### Layout detail

Region (78, 144) to (98, 164) um. Cells in gray, sequential cells in the stronger gray; small squares are vias.
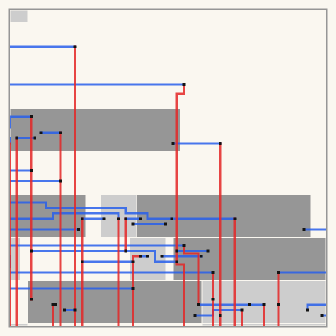
### Cell sizes after repair

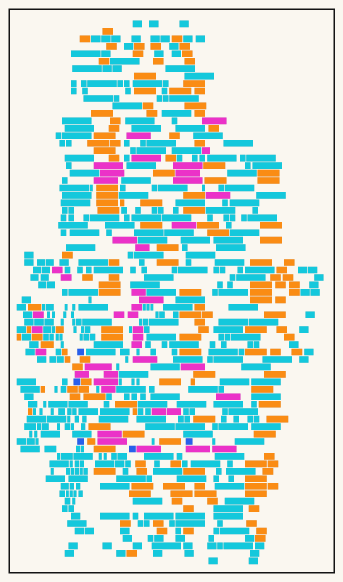
### Placement view

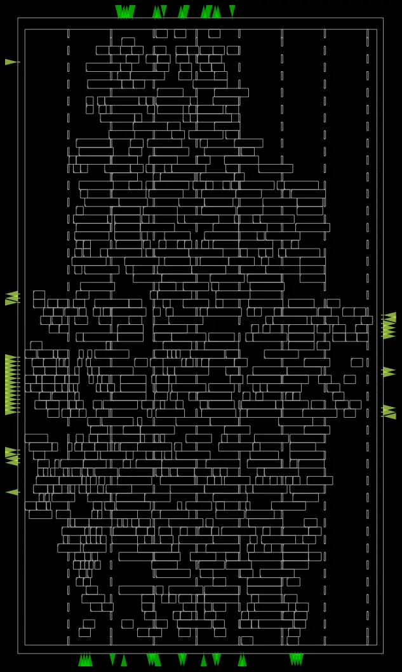
===== src/rtl/param_regfile_sb_if.sv =====
// Bus bundle for param_regfile_sb.
// master: the datapath side (drives write/read/issue requests, observes data,
//         hazard and occupancy).
// slave : the register file itself.
// Signals:
//   regWrite, rd1, rd2, select, writeData : write request and destination pick
//   rs, rt                                : read addresses (combinational ports)
//   issueValid, issueReg                  : mark a register as having a result in flight
//   outR0, outR1                          : read data for rs / rt
//   hazard                                : a read source is still waiting on its producer
//   pendCount                             : registered number of pending registers
interface param_regfile_sb_if #(
   parameter int DATA_W = 16,
   parameter int ADDR_W = 3
);
   logic              regWrite;
   logic [ADDR_W-1:0] rs;
   logic [ADDR_W-1:0] rt;
   logic [ADDR_W-1:0] rd1;
   logic [ADDR_W-1:0] rd2;
   logic              select;
   logic [DATA_W-1:0] writeData;
   logic              issueValid;
   logic [ADDR_W-1:0] issueReg;
   logic [DATA_W-1:0] outR0;
   logic [DATA_W-1:0] outR1;
   logic              hazard;
   logic [ADDR_W:0]   pendCount;

   modport master (
      output regWrite, rs, rt, rd1, rd2, select, writeData, issueValid, issueReg,
      input  outR0, outR1, hazard, pendCount
   );

   modport slave (
      input  regWrite, rs, rt, rd1, rd2, select, writeData, issueValid, issueReg,
      output outR0, outR1, hazard, pendCount
   );
endinterface


===== src/rtl/param_regfile_sb.sv =====
// Parametrised two-read / one-write register file with a per-register
// pending scoreboard.
// Ports:
//   clk   : clock, all state changes on the rising edge
//   reset : synchronous active-high reset (clears registers and scoreboard)
//   bus   : param_regfile_sb_if.slave (write, read, issue, hazard, occupancy)
// Reads are combinational. With BYPASS=1 a write in flight this cycle is
// forwarded to a matching read port and also clears the hazard for it.
// With ZERO_REG=1 register 0 reads as zero and never becomes pending.
module param_regfile_sb #(
   parameter int DATA_W   = 16,
   parameter int ADDR_W   = 3,
   parameter int ZERO_REG = 0,
   parameter int BYPASS   = 1
) (
   input  logic                 clk,
   input  logic                 reset,
   param_regfile_sb_if.slave    bus
);
   localparam int NREG = 2 ** ADDR_W;

   logic [DATA_W-1:0] r_regs [NREG];
   logic [NREG-1:0]   r_pend;
   logic [ADDR_W:0]   r_pend_cnt;

   logic [ADDR_W-1:0] w_des;
   logic [NREG-1:0]   w_pend_next;
   logic [ADDR_W:0]   w_pend_cnt_next;
   logic              w_wr_drop;
   logic              w_fwd_rs;
   logic              w_fwd_rt;
   logic              w_zero_rs;
   logic              w_zero_rt;
   logic              w_hz_rs;
   logic              w_hz_rt;

   assign w_des     = bus.select ? bus.rd2 : bus.rd1;
   assign w_wr_drop = (ZERO_REG != 0) && (w_des == '0);

   // Forwarding match per read port; only meaningful when BYPASS is enabled.
   assign w_fwd_rs  = (BYPASS != 0) && bus.regWrite && (w_des == bus.rs);
   assign w_fwd_rt  = (BYPASS != 0) && bus.regWrite && (w_des == bus.rt);
   assign w_zero_rs = (ZERO_REG != 0) && (bus.rs == '0);
   assign w_zero_rt = (ZERO_REG != 0) && (bus.rt == '0);

   // Zero register wins over forwarding.
   assign bus.outR0 = w_zero_rs ? '0 : (w_fwd_rs ? bus.writeData : r_regs[bus.rs]);
   assign bus.outR1 = w_zero_rt ? '0 : (w_fwd_rt ? bus.writeData : r_regs[bus.rt]);

   // A pending source is not a hazard if its result is being written now and
   // can be forwarded.
   assign w_hz_rs    = r_pend[bus.rs] & ~w_fwd_rs;
   assign w_hz_rt    = r_pend[bus.rt] & ~w_fwd_rt;
   assign bus.hazard = w_hz_rs | w_hz_rt;

   assign bus.pendCount = r_pend_cnt;

   // Next scoreboard: clear on write first, then set on issue so a new
   // producer issued in the same cycle supersedes the completing one.
   always_comb begin
      w_pend_next = r_pend;
      if (bus.regWrite) begin
         w_pend_next[w_des] = 1'b0;
      end
      if (bus.issueValid) begin
         w_pend_next[bus.issueReg] = 1'b1;
      end
      if (ZERO_REG != 0) begin
         w_pend_next[0] = 1'b0;
      end
   end

   // Occupancy is registered alongside the pending bits, so it is the
   // popcount of the next-state vector.
   always_comb begin
      w_pend_cnt_next = '0;
      for (int i = 0; i < NREG; i++) begin
         w_pend_cnt_next = w_pend_cnt_next + {{ADDR_W{1'b0}}, w_pend_next[i]};
      end
   end

   always_ff @(posedge clk) begin
      if (reset) begin
         for (int i = 0; i < NREG; i++) begin
            r_regs[i] <= '0;
         end
         r_pend     <= '0;
         r_pend_cnt <= '0;
      end else begin
         if (bus.regWrite && !w_wr_drop) begin
            r_regs[w_des] <= bus.writeData;
         end
         r_pend     <= w_pend_next;
         r_pend_cnt <= w_pend_cnt_next;
      end
   end
endmodule


===== src/flat_wrapper.sv =====
// flat-port wrapper written by rule: the top's interface ports become plain ports
module param_regfile_sb_flat 
#(
   parameter int DATA_W   = 16,
   parameter int ADDR_W   = 3,
   parameter int ZERO_REG = 0,
   parameter int BYPASS   = 1
)
  (clk, reset, bus_regWrite, bus_rs, bus_rt, bus_rd1, bus_rd2, bus_select, bus_writeData, bus_issueValid, bus_issueReg, bus_outR0, bus_outR1, bus_hazard, bus_pendCount);
  param_regfile_sb_if #(.DATA_W(DATA_W), .ADDR_W(ADDR_W)) bus_i ();
  input  logic clk;
  input  logic reset;
  input wire logic [$bits(bus_i.regWrite)-1:0] bus_regWrite;
  input wire logic [$bits(bus_i.rs)-1:0] bus_rs;
  input wire logic [$bits(bus_i.rt)-1:0] bus_rt;
  input wire logic [$bits(bus_i.rd1)-1:0] bus_rd1;
  input wire logic [$bits(bus_i.rd2)-1:0] bus_rd2;
  input wire logic [$bits(bus_i.select)-1:0] bus_select;
  input wire logic [$bits(bus_i.writeData)-1:0] bus_writeData;
  input wire logic [$bits(bus_i.issueValid)-1:0] bus_issueValid;
  input wire logic [$bits(bus_i.issueReg)-1:0] bus_issueReg;
  output wire logic [$bits(bus_i.outR0)-1:0] bus_outR0;
  output wire logic [$bits(bus_i.outR1)-1:0] bus_outR1;
  output wire logic [$bits(bus_i.hazard)-1:0] bus_hazard;
  output wire logic [$bits(bus_i.pendCount)-1:0] bus_pendCount;
  assign bus_i.regWrite = bus_regWrite;
  assign bus_i.rs = bus_rs;
  assign bus_i.rt = bus_rt;
  assign bus_i.rd1 = bus_rd1;
  assign bus_i.rd2 = bus_rd2;
  assign bus_i.select = bus_select;
  assign bus_i.writeData = bus_writeData;
  assign bus_i.issueValid = bus_issueValid;
  assign bus_i.issueReg = bus_issueReg;
  assign bus_outR0 = bus_i.outR0;
  assign bus_outR1 = bus_i.outR1;
  assign bus_hazard = bus_i.hazard;
  assign bus_pendCount = bus_i.pendCount;
  param_regfile_sb #(.DATA_W(DATA_W), .ADDR_W(ADDR_W), .ZERO_REG(ZERO_REG), .BYPASS(BYPASS)) u_core (.clk(clk), .reset(reset), .bus(bus_i));
endmodule

===== config.mk =====
export PLATFORM = sky130hd
export DESIGN_NAME = param_regfile_sb_flat
export DESIGN_NICKNAME = d
export VERILOG_FILES = /design/src/rtl/param_regfile_sb_if.sv /design/src/rtl/param_regfile_sb.sv /design/src/flat_wrapper.sv
export SDC_FILE = /design/constraint.sdc
export NUM_CORES = 1
export LEC_CHECK = 0
export CORE_AREA = 2 2 116 203
export DETAILED_ROUTE_END_ITERATION = 8
export DIE_AREA = 0 0 118 205
export GPL_TIMING_DRIVEN = 0
export PLACE_DENSITY = 0.6
export SLEW_MARGIN = 10
export SYNTH_ARGS = -nofsm -noshare
export SYNTH_HDL_FRONTEND = slang
export SYNTH_SLANG_ARGS = --single-unit

===== constraint.sdc =====
create_clock -name clk -period 4 [get_ports clk]
set_input_delay 0.4 -clock clk [delete_from_list [all_inputs] [get_ports clk]]
set_output_delay 0.4 -clock clk [all_outputs]
set_load 0.02 [all_outputs]

==> notes.org <==
#+TITLE: Synthesis and PnR summary

** Outcome
- Result of the run :: finished, final reports clean

** Worst setup path
- Crit-path cells :: clkdlybuf4s50_1, buf_6, nor3_1, a21oi_2, o21ai_0, nand2_1, ha_1, fa_1, inv_1, fa_1, inv_1, fa_1, inv_1, fa_1, nor2_1
- Slowest stage cell on the critical path :: fa_1
- The most numerous cell type found on the critical path is fa_1.
- Setup slack of the most critical reg-to-reg path :: 1.00 ns
- Slowest Stage Delay on Critical Path :: between 0.5 and 0.6 ns
- Critical Path Source :: bus_select
- Of all nets on the critical path, the largest fanout is 10.
- Kind of cell adding the most delay to the critical path :: adder cells
- The worst setup path is launched from an input port.
- The startpoint identified for the worst register-to-register timing path is u_core.r_pend[1].
- Number of logic stages on the critical path including buffering :: 15

** STA
- Final hold violations :: 0
- For the final database, setup skew stands at 0.00254 ns.
- Number of failing setup endpoints in the final timing report :: 0
- Fin Hold WS :: a little over 0.5 ns
- Period utilization :: a little over nine tenths
- For the pin with the worst max-slew slack, the measured transition is 1.16 ns.
- The final timing report lists a max-slew violation count of 0.
- Max-Slew Margin vs Limit :: between 20% and 30%
- Based on the critical path, the design can be clocked at up to approximately 0.26 GHz.
- Sum Neg Setup Slack :: 0 ns

** Finish
- Fraction of cell area in non-clock buffers :: about a tenth
- Measured on the finished design, the core utilization comes to a little over two fifths.
- Most common logic cells in the final layout :: and2_1 (128), edfxtp_1 (128), mux4_2 (68), clkdlybuf4s50_1 (66), mux2_2 (65)
- Clock buffers :: 19
- Counting the inverters off the clock network in the layout gives 7.
- The register with the most flip-flops in the layout has between 100 and 150 of them.
- Number of buffers outside the clock class in the layout :: between 100 and 150
- Across the whole layout, multi-input logic makes up a little under two fifths of the cell area.
- Count of inserted antenna diode cells :: 0
- In the final layout, the share of cells above drive strength 1 is between 30% and 40%.
- Counting the fill cells in the layout gives between 2000 and 2500.

** Floorplan
- Die boundary width :: around 120 um
- The die covers about 24000 um^2.
- The die is a little over 200 um tall.
- Initial cell density of the core :: 35.6%
- For this design the top-level I/O count stands at roughly 73.

** Logic synthesis
- After Yosys synthesis, AND-OR and OR-AND compound gates account for approximately 2.1% of the synthesized area.
- Ys async rst share :: 0%
- Total cells reported by yosys after synthesis :: 536
- Yosys xor share :: 0.762%
- Mux contribution to synthesized area :: approximately 29%
- Most numerous cell types in the synthesized netlist :: and2_1 (128), edfxtp_1 (128), mux4_2 (68)
- In this run, synthesis inferred roughly 130 flip-flops with an integrated enable.
- Dominant register cell :: edfxtp_1
- Adder-cell area share of the yosys netlist :: between 1 and 1.5%
- Synth area leaders :: edfxtp_1 (48%), mux4_2 (19%), and2_1 (10%), mux2_2 (9.1%), dfxtp_1 (3.0%)
- Synthesis produced a netlist with a net count of between 500 and 600.
- Share of the synthesized area in the top cell type :: a little under half
- Synth Area per Inst :: 15.0 um^2
- Post-synthesis cell type count :: 36
- Synthesis produced 536 cells.

** Drt
- Max Used Layer :: met4
- Per the detail_route log, met2 wirelength is around 13000 um.
- In the log, the iteration count for the first detailed-route pass is 5.
- Routed metal-1 wirelength :: ~7700 um
- Summed over all nets, wire length on met3 after detailed routing comes to about 900 um.
- First DRT Iteration DRCs :: roughly 310
- DRC violation count after routing :: 0

** Power
- Worst vdd ir :: approximately 250 uV
- Leakage power of the design :: 3.45 nW
- Power attributed to combinational cells is 0.000763 W.
- Group drawing the most power :: sequential cells
- The share of total power dissipated in sequential elements is between 40% and 50%.
- Combinational group share of total power :: a little under a fifth
- Internal power of the cells :: around 0.0032 W
- The power report lists the clock group at roughly 0.0017 W.
- The power report attributes to the clock group a share of 40.3%.

** GRT
- The first global-routing pass estimated 32800 um of wire.
- The global routing stage identified its most utilized layer as met2.
- GRT Util Overall :: 18.9%
- GR Util met1 :: 19.2%
- The initial antenna violation count was 0.
- The global routing report lists met3 layer usage as about 3.4%.
- Global-route congestion overflow total :: 0
- Vias in the first global route :: ~5500

** Min path
- The path with the worst hold slack has its endpoint at u_core.r_pend[0].
- HP Start :: u_core.r_pend[0]
- Worst hold path class :: flop to flop

** CTS
- Num CTS Buffers :: 17
- Skew-Pair Late Insertion Delay :: approximately 0.42 ns
- Per the CTS log, the maximum H-tree level is 4.
- Clock tree from TritonCTS :: yes
- The timing report gives the clock slew at the launch and capture registers of the worst setup and hold paths as around 0.06 ns.
- The tree is rooted in a clkbuf_16.
- Post-CTS setup buffers :: 0

** Place
- The detailed placer reported the number of placed instances as just over 900.
- Place WS :: -0.488 ns
- Placed inst area :: between 9000 and 10000 um^2

** Flow run
- Max-cap violations in this run came to 0.
- Total tool warning count :: 26
Notes on 'Layout detail' above:
layer	color
met1	blue
met2	red
most frequent	edfxtp_1 (4), and2_1 (2), mux4_2 (1)
netlist names of flops here include	u_core.r_regs (4)
cells with their middle in the window	7
sequential cells in the window	4

Notes on 'Cell sizes after repair' above:
size	color	cells	share
drive 3 to 4	blue	5	0.78%
drive 6 and up	magenta	42	6.5%
drive 2	orange	152	24%
drive 1 or less	cyan	444	69%

Notes on 'Placement view' above:
number of cells in the finished layout apart from fillers: 943
final sequential cell count: 140
Seq area share: 41.4%

Power figures rest on the tool's default switching activity, not on a simulated workload.
